[src/rtl/alu_pkg.sv]
`default_nettype none
// ============================================================================
// Module      : alu_pkg
// Description : Shared definitions for the 16-bit ALU execute-stage slice:
//               ALU control codes, exception codes, sequencer state encoding
//               and small decode helpers.
// Revision    : 1.0 - initial release
// ============================================================================
package alu_pkg;

    // ALU control codes
    localparam logic [3:0] c_ctrl_add   = 4'h1;
    localparam logic [3:0] c_ctrl_sub   = 4'h2;
    localparam logic [3:0] c_ctrl_mul   = 4'h4;
    localparam logic [3:0] c_ctrl_div   = 4'h8;
    localparam logic [3:0] c_ctrl_andi  = 4'hC;
    localparam logic [3:0] c_ctrl_ori   = 4'hE;
    localparam logic [3:0] c_ctrl_addnf = 4'hF;

    // Exception codes reported on exc_code
    localparam logic [1:0] c_exc_none    = 2'd0;
    localparam logic [1:0] c_exc_ovf     = 2'd1;
    localparam logic [1:0] c_exc_div0    = 2'd2;
    localparam logic [1:0] c_exc_illegal = 2'd3;

    // Execute-stage sequencer states
    typedef enum logic [2:0] {
        c_st_idle  = 3'd0,
        c_st_exec  = 3'd1,
        c_st_wb_rd = 3'd2,
        c_st_wb_r0 = 3'd3,
        c_st_exc   = 3'd4
    } exec_state_t;

    // Multi-cycle operations that also produce an r0 result
    function automatic logic is_muldiv(input logic [3:0] ctrl);
        return (ctrl == c_ctrl_mul) || (ctrl == c_ctrl_div);
    endfunction

    // Control codes the ALU understands
    function automatic logic is_legal(input logic [3:0] ctrl);
        logic w_legal;
        case (ctrl)
            c_ctrl_add, c_ctrl_sub, c_ctrl_mul, c_ctrl_div,
            c_ctrl_andi, c_ctrl_ori, c_ctrl_addnf: w_legal = 1'b1;
            default:                               w_legal = 1'b0;
        endcase
        return w_legal;
    endfunction

    // Logic ops cannot overflow, so the ALU flag is meaningless for them
    function automatic logic ovf_checked(input logic [3:0] ctrl);
        return (ctrl != c_ctrl_andi) && (ctrl != c_ctrl_ori);
    endfunction

endpackage
`default_nettype wire

[src/rtl/alu_exec_ctrl.sv]
`default_nettype none
// ============================================================================
// Module      : alu_exec_ctrl
// Description : Execute-stage sequencer for the 16-bit signed ALU. Accepts one
//               operation over valid/ready, drives the ALU for the required
//               latency, then writes the result (and r0 for mul/div) through
//               the single register-file port or raises an exception.
// Revision    : 1.0 - initial release
// ============================================================================
module alu_exec_ctrl
    import alu_pkg::*;
#(
    parameter int unsigned MULDIV_LAT = 3,
    parameter logic [3:0]  R0_ADDR    = 4'd0
) (
    input  logic        clk,
    input  logic        reset,
    input  logic        op_valid,
    output logic        op_ready,
    input  logic [3:0]  op_ctrl,
    input  logic [15:0] op_a,
    input  logic [15:0] op_b,
    input  logic [3:0]  op_rd,
    output logic [15:0] alu_in1,
    output logic [15:0] alu_in2,
    output logic [3:0]  alu_ctrl,
    input  logic [15:0] alu_out,
    input  logic [15:0] alu_r0,
    input  logic        alu_ovf,
    output logic        wb_en,
    output logic [3:0]  wb_addr,
    output logic [15:0] wb_data,
    output logic        exc_valid,
    output logic [1:0]  exc_code,
    input  logic        exc_ack,
    output logic        busy
);

    localparam logic [3:0] c_muldiv_lat = 4'(MULDIV_LAT);

    exec_state_t r_state;
    logic [3:0]  r_ctrl;
    logic [3:0]  r_rd;
    logic [3:0]  r_cnt;
    logic [15:0] r_r0;

    // Sequencer: every output is a register so the ALU and register file see
    // glitch-free controls that change only on state transitions.
    always_ff @(posedge clk) begin
        if (!reset) begin
            r_state   <= c_st_idle;
            r_ctrl    <= '0;
            r_rd      <= '0;
            r_cnt     <= '0;
            r_r0      <= '0;
            op_ready  <= 1'b1;
            busy      <= 1'b0;
            alu_in1   <= '0;
            alu_in2   <= '0;
            alu_ctrl  <= '0;
            wb_en     <= 1'b0;
            wb_addr   <= '0;
            wb_data   <= '0;
            exc_valid <= 1'b0;
            exc_code  <= c_exc_none;
        end else begin
            case (r_state)
                c_st_idle: begin
                    if (op_valid && op_ready) begin
                        r_ctrl   <= op_ctrl;
                        r_rd     <= op_rd;
                        op_ready <= 1'b0;
                        busy     <= 1'b1;
                        if (!is_legal(op_ctrl)) begin
                            r_state   <= c_st_exc;
                            exc_valid <= 1'b1;
                            exc_code  <= c_exc_illegal;
                        end else if ((op_ctrl == c_ctrl_div) && (op_b == 16'd0)) begin
                            // Divide-by-zero is caught before the ALU is ever driven
                            r_state   <= c_st_exc;
                            exc_valid <= 1'b1;
                            exc_code  <= c_exc_div0;
                        end else begin
                            r_state  <= c_st_exec;
                            alu_in1  <= op_a;
                            alu_in2  <= op_b;
                            alu_ctrl <= op_ctrl;
                            r_cnt    <= is_muldiv(op_ctrl) ? c_muldiv_lat : 4'd1;
                        end
                    end
                end

                c_st_exec: begin
                    if (r_cnt == 4'd1) begin
                        // Final ALU cycle: capture results and release the ALU
                        alu_in1  <= '0;
                        alu_in2  <= '0;
                        alu_ctrl <= '0;
                        r_cnt    <= '0;
                        r_r0     <= alu_r0;
                        if (alu_ovf && ovf_checked(r_ctrl)) begin
                            r_state   <= c_st_exc;
                            exc_valid <= 1'b1;
                            exc_code  <= c_exc_ovf;
                        end else begin
                            r_state <= c_st_wb_rd;
                            wb_en   <= 1'b1;
                            wb_addr <= r_rd;
                            wb_data <= alu_out;
                        end
                    end else begin
                        r_cnt <= r_cnt - 4'd1;
                    end
                end

                c_st_wb_rd: begin
                    if (is_muldiv(r_ctrl)) begin
                        // Second write follows the first, so r0 wins when rd aliases R0
                        r_state <= c_st_wb_r0;
                        wb_addr <= R0_ADDR;
                        wb_data <= r_r0;
                    end else begin
                        r_state  <= c_st_idle;
                        wb_en    <= 1'b0;
                        wb_addr  <= '0;
                        wb_data  <= '0;
                        op_ready <= 1'b1;
                        busy     <= 1'b0;
                    end
                end

                c_st_wb_r0: begin
                    r_state  <= c_st_idle;
                    wb_en    <= 1'b0;
                    wb_addr  <= '0;
                    wb_data  <= '0;
                    op_ready <= 1'b1;
                    busy     <= 1'b0;
                end

                c_st_exc: begin
                    if (exc_ack) begin
                        r_state   <= c_st_idle;
                        exc_valid <= 1'b0;
                        exc_code  <= c_exc_none;
                        op_ready  <= 1'b1;
                        busy      <= 1'b0;
                    end
                end

                default: begin
                    r_state   <= c_st_idle;
                    alu_in1   <= '0;
                    alu_in2   <= '0;
                    alu_ctrl  <= '0;
                    wb_en     <= 1'b0;
                    wb_addr   <= '0;
                    wb_data   <= '0;
                    exc_valid <= 1'b0;
                    exc_code  <= c_exc_none;
                    op_ready  <= 1'b1;
                    busy      <= 1'b0;
                end
            endcase
        end
    end

endmodule
`default_nettype wire

[config.mk]
export PLATFORM = sky130hd
export DESIGN_NAME = alu_exec_ctrl
export DESIGN_NICKNAME = d
export VERILOG_FILES = /design/src/rtl/alu_pkg.sv /design/src/rtl/alu_exec_ctrl.sv
export SDC_FILE = /design/constraint.sdc
export NUM_CORES = 1
export LEC_CHECK = 0
export ABC_CLOCK_PERIOD_IN_PS = 5000
export CORE_AREA = 2 2 91 93
export CTS_BUF_LIST = sky130_fd_sc_hd__clkbuf_4
export CTS_CLUSTER_SIZE = 14
export DETAILED_ROUTE_END_ITERATION = 10
export DIE_AREA = 0 0 93 95
export MAX_ROUTING_LAYER = met4
export PLACE_DENSITY = 0.86
export SLEW_MARGIN = 25
export SYNTH_ARGS = -nofsm -noshare
export SYNTH_HDL_FRONTEND = slang
export SYNTH_SLANG_ARGS = --single-unit
[constraint.sdc]
create_clock -name clk -period 5 [get_ports clk]
set_clock_uncertainty 0.05 [all_clocks]
set_input_delay 1 -clock clk [delete_from_list [all_inputs] [get_ports clk]]
set_output_delay 1 -clock clk [all_outputs]
set_load 0.03 [all_outputs]
==> run_1/clock_nets.png <==
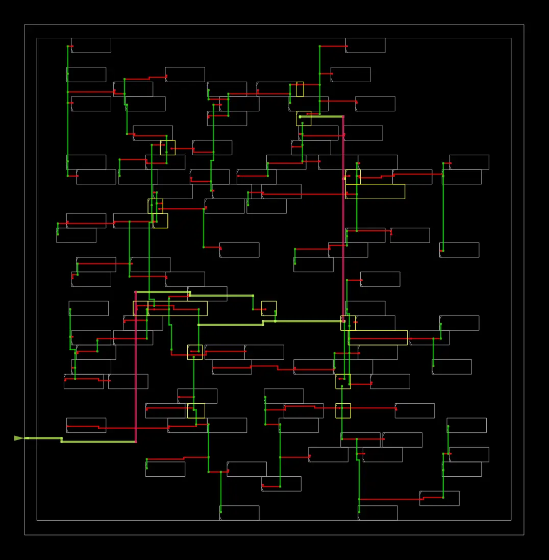
clk sinks: 93
flop count: 93
P_clk: 0.000505 W
clock buffer count: 10
Latency at later pin: 0.42 ns

==> run_1/floorplan.png <==
Scale bar: 20 microns. Pins as bars on the die edge.
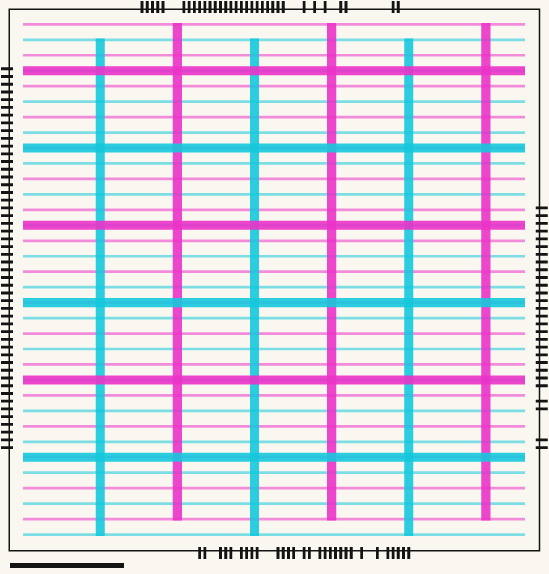
VSS -> cyan
VDD -> magenta
rows = 33
met4 straps = 6
signal pins = 139
met1 rails = 34
met5 straps = 6
Max IR drop VDD: 0.253 mV
Die H: 95 microns
die x size: 93 microns
core area: 7930 sq um

==> run_1/m2.png <==
Scale bar: 20 microns.
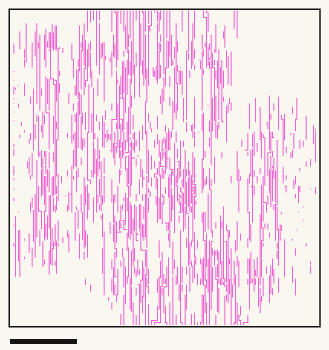
main direction = vertical
share of all routed wire = 50%
longest straight run = 33.0 microns
wire length on this layer = 4930 microns
nets with wire on the layer = 519
via count: 3460
WL final: 9.94 mm
M2 GR Usage: 0.389

==> results_slide.txt, run 1 <==
Run Summary

Cells and area
  • Layout Cells excl Fill: 630
  • Fin util: 0.678
  • P&R area growth vs syn: 42.5%

Yosys
  • Main logic family: AND-OR/OR-AND gates
  • Distinct lib cells used: 42
  • Syn_area_per_cell: 9.53 sq um
  • MUX area fraction: 0.0478
  • Dominant flop cell: dfxtp_1
  • Cells after Synth: 396
  • Mapped Area: 3770 sq um
  • Asr flop ratio synth: 0
  • Flops after synth: 93
  • Synth Area in XOR/XNOR: 0.00464

Floorplanning
  • Initial Utilization: 0.476
  • Num rows: 33
  • Chip area: 8840 sq um

CTS
  • CTS tree: done
  • Htree depth: 3
  • Setup Buffers After CTS: 0
  • Root Buffer: clkbuf_4

Power
  • Internal Pwr Total: 0.00127 W
  • Final Power: 0.00183 W
  • Net switching power: 0.000559 W
  • Leak pwr: 2.17 nW

Global route
  • Grt total ovfl: 0

Run status
  • Status: completed

Placed design
  • Dpl cell area: 5190 sq um
  • Dpl ws: 1.59 ns

Critical path
  • Worst EP arrival: 3.36 ns
  • Critical path type: in2reg
  • Crit path capture type: flip-flop
  • Setup crit start kind: input pin

STA
  • Max-slew headroom: 0.429
  • Tmin final: 3.06 ns
  • Final setup margin: 1.94 ns
  • Slew at the pin closest to its max-slew limit: 0.846 ns
  • Final Hold Viols: 0
  • Fmax: 327 MHz
  • Slew Viols, Final: 0

Min path
  • Tightest Hold Check Type: reg2reg

Detailed routing
  • Residual DRC count: 0
==> run 1: power groups by stage <==
stage / clock [W] / combinational (W) / sequential [W]
floorplan: 0 / 0.000223 / 0.000919
global placement: 0 / 0.000468 / 0.000856
detailed placement: 0 / 0.000478 / 0.000858
CTS: 0.000515 / 0.000481 / 0.000842
global route: 0.000549 / 0.000519 / 0.000851
finish: 0.000505 / 0.000482 / 0.000843
==> run 1: critical path, stage by stage <==
cell	delay, ns
clkdlybuf4s50_1	0.56
or3_1	0.45
a21boi_2	0.19
o22ai_2	0.16
o41ai_1	0.72
mux2i_1	0.27
==> run 1: final cells by class <==
| cell class | instances | area, sq um | area share |
|---|---|---|---|
| Clock inverter | 6 | 110 | 0.0205 |
| Tap cell | 105 | 131 | 0.0244 |
| Clock buffer | 10 | 75.1 | 0.0140 |
| Sequential cell | 93 | 1860 | 0.346 |
| Inverter | 6 | 22.5 | 0.00419 |
| Timing Repair Buffer | 144 | 1420 | 0.264 |
| Multi-Input combinational cell | 266 | 1750 | 0.326 |
==> run 1: Yosys cell counts, drive strengths merged, types with 2 or more instances <==
master / instances / area [sq um]
nand2: 94 / 353
dfxtp: 93 / 1860
a32o: 40 / 438
a21oi: 32 / 160
clkbuf: 22 / 82.6
mux2i: 18 / 180
a22o: 17 / 149
buf: 9 / 61.3
nor2: 8 / 30.0
o21ai: 8 / 40.0
inv: 6 / 22.5
nor4: 6 / 37.5
a211oi: 4 / 30.0
nor3: 4 / 20.0
o211a: 4 / 40.0
or3: 3 / 18.8
ha: 2 / 25.0
nand3: 2 / 10.0
nor2b: 2 / 12.5
nor3b: 2 / 15.0
o22ai: 2 / 18.8
o32ai: 2 / 17.5
==> run 1: per-layer routing <==
metal	wire, microns	GRT usage
met5	0	-
met4	165	0.0882
met3	652	0.0551
met2	4930	0.389
met1	4200	0.277
--- run 2 (diff from run 1) ---
--- a/config.mk
+++ b/config.mk
@@ -5,14 +5,14 @@
 export SDC_FILE = /design/constraint.sdc
 export NUM_CORES = 1
 export LEC_CHECK = 0
-export ABC_CLOCK_PERIOD_IN_PS = 5000
-export CORE_AREA = 2 2 91 93
+export ABC_CLOCK_PERIOD_IN_PS = 2800
+export CORE_AREA = 2 2 99 101
 export CTS_BUF_LIST = sky130_fd_sc_hd__clkbuf_4
 export CTS_CLUSTER_SIZE = 14
 export DETAILED_ROUTE_END_ITERATION = 10
-export DIE_AREA = 0 0 93 95
+export DIE_AREA = 0 0 101 103
 export MAX_ROUTING_LAYER = met4
-export PLACE_DENSITY = 0.86
+export PLACE_DENSITY = 0.77
 export SLEW_MARGIN = 25
 export SYNTH_ARGS = -nofsm -noshare
 export SYNTH_HDL_FRONTEND = slang
==> constraint.sdc (replaced) <==
create_clock -name clk -period 2.8 [get_ports clk]
set_clock_uncertainty 0.05 [all_clocks]
set_input_delay 0.56 -clock clk [delete_from_list [all_inputs] [get_ports clk]]
set_output_delay 0.56 -clock clk [all_outputs]
set_load 0.03 [all_outputs]
==> run_2/floorplan.png <==
Scale bar: 20 microns. Pins as bars on the die edge.
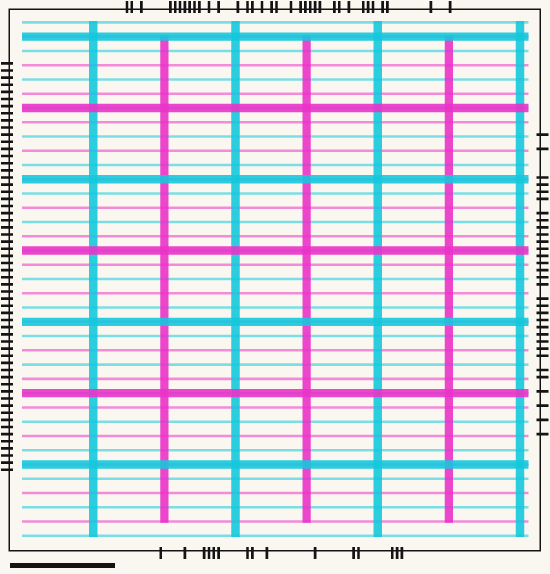
VDD -> magenta
VSS -> cyan
met5 straps = 7
met4 straps = 7
rows = 36
signal pins = 139
Max IR drop VDD: 0.331 mV
core area: 9460 sq um

==> run_2/m2.png <==
Scale bar: 20 microns.
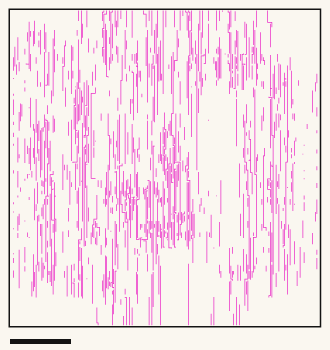
share of all routed wire = 49%
wire length on this layer = 4790 microns
nets with wire on the layer = 517
main direction = vertical
M2 GR Usage: 0.316
via count: 3454
WL final: 9.85 mm

==> run_2/clock_nets.png <==
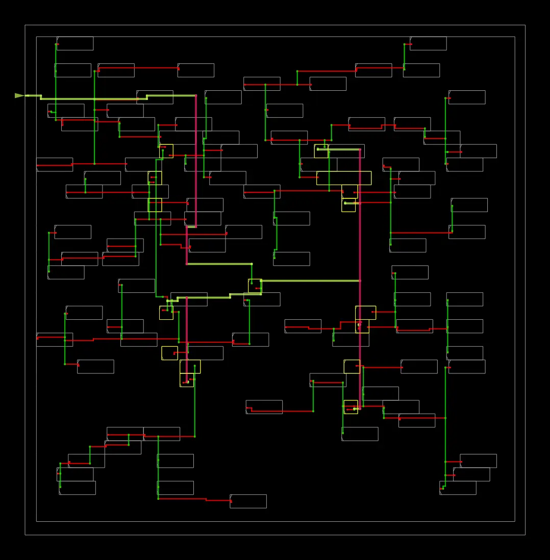
clock buffer count: 9
P_clk: 0.000790 W
CTS Buf Count: 9
Latency at later pin: 0.43 ns

==> run 2 against run 1 <==
Sequential power grew 79%. Non-clock buffer count grew 11. Die area grew 18%. Via count shrank 0.17%. Final area grew 1.6%. Critical endpoint is now alu_in2[11]$_SDFFE_PN0P_.
==> results_slide.txt, run 2 <==
Run Summary

Power
  • Top power group: registers
  • Net switching power: 0.00106 W (+89%)
  • Sequential power: 0.00151 W (+79%)
  • Logic power comb: 0.000895 W (+86%)

Cells and area
  • Layout non-clock buf frac: 0.280 (+0.0156)
  • Mi-comb count: 266 (unchanged)
  • Seq/total area: 0.341 (-0.00539)
  • Comb/total area: 0.321 (-0.00554)
  • Flop count: 93 (unchanged)
  • Comb area: 1750 sq um (-0.14%)
  • Clock-cell share: 0.0282 (-0.00626)
  • Non-CTS buffers: 155 (+7.6%)
  • Sequential Area: 1860 sq um (unchanged)
  • Leading cell kind: registers
  • Inverters excl. clock: 6 (unchanged)

Yosys
  • Share of the synthesized area in the top cell type: 0.494 (unchanged)
  • Distinct lib cells used: 42 (unchanged)
  • Cells after Synth: 396 (unchanged)
  • Flops after synth: 93 (unchanged)
  • Yosys top cell by area: dfxtp_1
  • MUX area fraction: 0.0478 (unchanged)
  • Synth Area in XOR/XNOR: 0.00464 (unchanged)
  • Most frequent cell after synthesis: nand2_1
  • Top cells by count, synth: 94 x nand2_1, 93 x dfxtp_1, 32 x a21oi_1
  • Mapped Area: 3770 sq um (unchanged)
  • Cell area leaders: dfxtp_1 49%, nand2_1 9.4%, a32o_2 9.0%, mux2i_1 4.8%, a21oi_1 4.2%
  • Syn_area_per_cell: 9.53 sq um (unchanged)

STA
  • Slew at the pin closest to its max-slew limit: 0.582 ns (-0.263 ns)
  • Final Hold Viols: 0 (unchanged)
  • Fmax: 445 MHz
  • Tmin final: 2.25 ns
  • Slew Viols, Final: 0 (unchanged)

CTS
  • CTS tree: done
  • Clk sinks: 93 (unchanged)
  • Htree depth: 3 (unchanged)
  • Root Buffer: clkbuf_4

Critical path
  • CP max stage cell: a2111oi_4
  • CP bufs+invs: 1 (unchanged)
  • Setup crit start kind: flip-flop
  • Worst-path cell chain: ha_1, or3b_1, nor2_1, o22ai_1, a2111oi_4, buf_12, a32o_2
  • CP top delay family: AND-OR/OR-AND gates
  • Worst EP arrival: 2.59 ns (-0.77 ns)
  • Critical path type: reg2reg

Floorplanning
  • Tap cells: 114 (+8.6%)
  • Chip area: 10400 sq um (+18%)
  • Die x size: 101 microns (+8.6%)
  • Die H: 103 microns (+8.4%)

Detailed routing
  • Residual DRC count: 0 (unchanged)

Run status
  • Status: completed

Min path
  • Tightest Hold Check Type: reg2reg
-- run 2: cell types whose count changed in the layout (fill, tap and decap cells not counted), sizes merged --
cell | before | now
clkbuf | 10 | 9
clkinv | 1 | 0
bufinv | 3 | 1
buf | 7 | 18
inv | 7 | 11
-- run 2: through the flow --
stage          setup WS (ns)  utilization  cells  power, W  area [sq um]
5_1_grt                0.435        0.577    650   0.00335          5460
4_1_cts                0.558        0.577    650   0.00323          5460
2_1_floorplan          0.555            -    396   0.00204          3770
3_3_place_gp           0.215        0.561    634   0.00241          5310
3_5_place_dp           0.115        0.561    634   0.00243          5310
6_report               0.554        0.577    650   0.00319          5460
-- run 2: layer usage --
metal | routed length (microns) | part of all wire | track usage | vias up
li1 | - | - | - | 1722
met1 | 4120 | 0.42 | 0.221 | 1586
met2 | 4790 | 0.49 | 0.316 | 131
met3 | 780 | 0.079 | 0.0549 | 15
met4 | 157 | 0.016 | 0.0717 | 0
met5 | 0 | 0 | - | -
-- run 2: cell families after synthesis --
family	Yosys count
flip-flops	93
XOR/XNOR	2
AND-OR/OR-AND	116
AND/OR/NAND/NOR	128
buffers and inverters	37
adder cells (fa/ha/maj)	2
multiplexers	18
-- run 2: final timing paths --
path                    startpoint                        to  slack, ns  cells past startpoint
min reg2reg  r_r0[10]$_SDFFE_PN0P_     r_r0[10]$_SDFFE_PN0P_       0.41                      2
min          r_r0[10]$_SDFFE_PN0P_     r_r0[10]$_SDFFE_PN0P_       0.41                      2
max reg2reg  r_cnt[0]$_SDFFE_PN0P_  alu_in2[11]$_SDFFE_PN0P_       0.55                      7
max          r_cnt[0]$_SDFFE_PN0P_  alu_in2[11]$_SDFFE_PN0P_       0.55                      7
Power is estimated from default activity; no workload was simulated.
